Fig. 1: run 1, clock network drawn from the DEF
Scale: 4 px per µm.
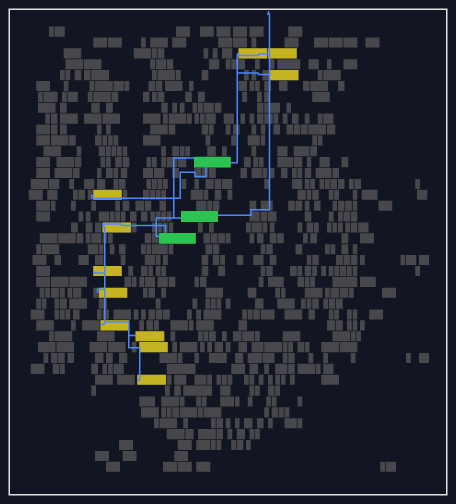
Fig. 2: run 1, signal wires by layer
Scale: 3 px per µm. Only two layers are drawn.
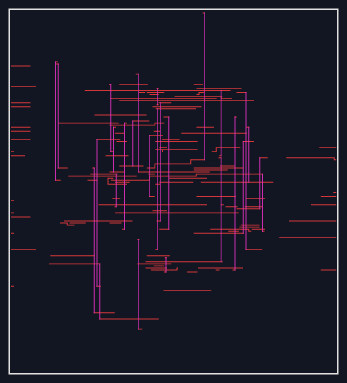
Fig. 3: run 1, placed cells, one colour a class
Scale: 2 px per µm. Fill, decap, tap and diode cells in grey.
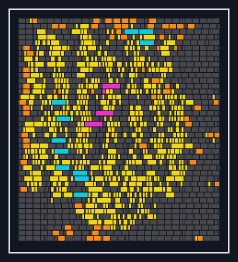
==> config.mk <==
export PLATFORM = sky130hd
export DESIGN_NAME = param_updown_counter
export DESIGN_NICKNAME = d
export VERILOG_FILES = /design/src/rtl/param_updown_counter.sv
export SDC_FILE = /design/constraint.sdc
export NUM_CORES = 1
export LEC_CHECK = 0
export ABC_AREA = 1
export CORE_AREA = 4 4 105 117
export CTS_CLUSTER_DIAMETER = 40
export DETAILED_ROUTE_END_ITERATION = 12
export DIE_AREA = 0 0 109 121
export GPL_TIMING_DRIVEN = 0
export PLACE_DENSITY = 0.64
export SLEW_MARGIN = 20
export SYNTH_ARGS = -nofsm -noshare
export SYNTH_HDL_FRONTEND = slang
export SYNTH_SLANG_ARGS = --single-unit
==> constraint.sdc <==
create_clock -name clk_i -period 6.15 [get_ports clk_i]
set_input_delay 0.9225 -clock clk_i [delete_from_list [all_inputs] [get_ports clk_i]]
set_output_delay 0.9225 -clock clk_i [all_outputs]
set_load 0.05 [all_outputs]
==> metrics.yaml <==
status: "finished, final reports clean"
number_of_synthesized_flops_with_an_enable_pin: 0
ys_cells: 635
hold_viol_final: 0
cp_num_cells: 24
ys_seq_share_pct: 5.82
number_of_distinct_library_cells_after_synthesis: 43
yosys.stat.chipArea_mm2: 0.00379
drc: 0
m1WireLength_mm: 5.91
drv.max_cap_violation_count: 0
setup_repair_after_global_routing_missed_its_margin: "no"
timing.setup.critical_path_class: "input pin to flip-flop"
final_max_slew_viol_count: 0
hold_class: "flip-flop to flip-flop"
chipHeight_um: 121
gp_congestion: 0.977
clock_tree.root_cell: "clkbuf_16"
hold_crit_depth: 2
yosysWarningCount: 0
antenna_found_initial: 0
worstPathCellList: "clkdlybuf4s50_1 -> ha_1 -> fa_1 -> nand2_1 -> nand3_2 -> nand4_1 -> xor2_1 -> ha_1 -> nand2_1 -> nand2_1 -> nand2_1 -> nand2_1 -> nor2_1 -> nand3_4 -> nand2_4 -> buf_6 -> nand2_2 -> o211ai_2 -> o211ai_1 -> nand3_1 -> nand2_1 -> nand2_1 -> nand2_1 -> nor2_2"
final.setup.worst_slack_ps: 1500
synth.most_common_cell: "nand2_1"
grt_pass1_wl_mm: 22.8
port-buffer-count: 46
first_global_vias: 4406
cpMostUsedCell: "nand2_1"
cts_tree: "yes"
top_logic_kind: "simple AND/OR/NAND/NOR gates"
post-layout-total-power_uw: 869
clock_path_buffers: 2
worst_path_dominant_cell_family: "simple AND/OR/NAND/NOR gates"
cts.clk_slew.worst_paths_ps: 50
detailroute.wirelength.met3_mm: 1.17
cp_bufs_invs: 2
post-cts-setup-buffer-count: 0
flip_flop_and_latch_count_after_synthesis: 11
post_route_cells_drive_above_1_share_pct: 8.67
synth_compound_gate_area_share_pct: 18.7
totalNegativeSetupSlack_ps: 0
post-route-util_pct: 40.4
critPathRequiredTime_ps: 6340
ff_type: "dfxtp_1"
yosys-top-cells-area: "ha_1 (22%), nand2_1 (16%), nand3_1 (8.3%)"
via_per_inst: 5.41
initCoreUtil_pct: 33.7
placed_cells_incl_taps: 838
antenna_viol_nets_final: 0
cts_hold_buf: 0
synthMuxAreaShare_pct: 0
antenna_cells: 0
nFillCells: 1230
fp.dieArea_mm2: 0.0132
reg2reg_slack_ps: 2220
synth_area_leader_cell: "ha_1"
grt_start_max_net_pins: 11
period_used_pct: 75.5
tightestPinTransition_ps: 837
power.static_leakage_nw: 2.31
hold_slack_ps: 492
worstPathArrival_ps: 4830
layout.nets: 796
largest_register_ff_count: 8
achievable-frequency_mhz: 215
cts-htree-levels: 1
place_ws_ps: 1270
max-vdd-ir-drop_mv: 0.0852
max_slew_margin_pct: 43.7
tritoncts_num_sinks: 11
ys_sh_xor_pct: 1.62
die_x_um: 109
syn-instance-count: 635
finalSetupViolations: 0
power_density_mw_per_mm2: 191
synth-async-reset-ratio_pct: 0
grt_remaining_overflow: 0
simple_gate_area_share_pct: 37.8
timing.critical_path.slowest_stage_cell: "clkdlybuf4s50_1"
ys_sh_adder_pct: 22.9
cpPeakStageDelay_ps: 460
wl_met2_mm: 6.98
syn_area_per_cell_um2: 5.96
initial_drt_pass_iterations: 5
post-dp-hpwl_mm: 11.6
instances_no_fill: 842
post_cts.resized_instances: 0
path_max_fanout: 10
common_cells: "nand2_1 (162), inv_1 (75), ha_1 (66)"
numCtsBuffers: 3
placed_cell_area_mm2: 0.00446
drt_first_iter_violations: 412
netlist_area_mm2: 0.00379
warning_count: 32
kind_of_start_point_of_the_critical_path: "input pin"
fin_crit_ps: 4650
reg2reg_depth: 26
synthToLayoutAreaGrowth_pct: 19.9
top_cell_area_share_pct: 21.8
pin_count: 56
critPathCaptureType: "flip-flop"
routed.top_layer: "met4"
## Picture notes: Fig. 1
[blue] clock wires | length: 287 µm
[green] clock drivers | count: 3
[yellow] flip-flops | count: 11
routed clock nets: 4
Worst Skew: 2.29 ps
clock network power share: 14.7%
clk_lat worst skew: 250 ps
power drawn by the clock network: 128 µW

## Picture notes: Fig. 2
| colour | layer | wire length |
|---|---|---|
| magenta | metal 4 | 799 µm |
| red | metal 3 | 1170 µm |
wire length reported by the detailed router: 14.9 mm
via count: 4554
Tot GR Track Use: 22.2%
routed length per placed instance: 17.7 µm

## Picture notes: Fig. 3
| colour | class | cells | share of their area |
|---|---|---|---|
| cyan | sequential cells | 11 | 5.1% |
| magenta | clock drivers and dummy loads | 4 | 1.8% |
| yellow | combinational and other logic | 606 | 78% |
| orange | remaining buffers and delay cells | 71 | 15% |
std cell rows: 41
core area: 0.0112 mm²
fraction of standard cell area that is sequential: 4.85%
post-route standard cell area excluding fillers: 0.00454 mm²

-- run 1: area by class of cell --
| class | instances | area, µm² | area share, % |
|---|---|---|---|
| plain buffers | 25 | 175 | 3.86 |
| repair buffers | 46 | 460 | 10.1 |
| clock inverters | 1 | 5.00 | 0.110 |
| flip-flops and latches | 11 | 220 | 4.85 |
| inverters | 85 | 322 | 7.08 |
| well taps | 150 | 188 | 4.13 |
| clock buffers | 3 | 75.1 | 1.65 |
| multi-input cells | 521 | 3100 | 68.2 |
-- run 1: report_power, final --
| part | internal (mW) | switching [mW] | leakage [nW] |
|---|---|---|---|
| clock | 0.0869 | 0.0412 | 0.0409 |
| sequential | 0.0779 | 0.0183 | 0.0908 |
| combinational | 0.217 | 0.428 | 2.18 |
| total | 0.382 | 0.487 | 2.31 |
-- run 1: layout by cell type (no fill, tap or decap), types with 4 or more instances in the layout --
cell | Yosys | layout
inv_1 | 75 | 75
o211ai_1 | 18 | 18
clkbuf_1 | 4 | 4
xor2_1 | 6 | 6
buf_2 | 5 | 5
o21ai_1 | 8 | 8
o21ai_0 | 27 | 27
buf_4 | 12 | 12
nand4_1 | 14 | 14
a211oi_1 | 7 | 7
a21oi_1 | 44 | 44
nor3_1 | 5 | 5
ha_1 | 66 | 66
nand3_2 | 4 | 4
conb_1 | 1 | 8
nor2_1 | 51 | 51
buf_6 | 4 | 4
nand2_2 | 6 | 6
nand2_1 | 162 | 162
dfxtp_1 | 11 | 11
clkdlybuf4s50_1 | 0 | 46
nand3_1 | 63 | 63
inv_2 | 8 | 8
nor2_2 | 6 | 6
-- run 1: routing by layer --
metal  up-vias  track usage (%)
met1      2032             26.3
li1       2238                -
met3        58             3.83
met5         -                0
met4         0             11.7
met2       226             37.7
Power is estimated from default activity; no workload was simulated.
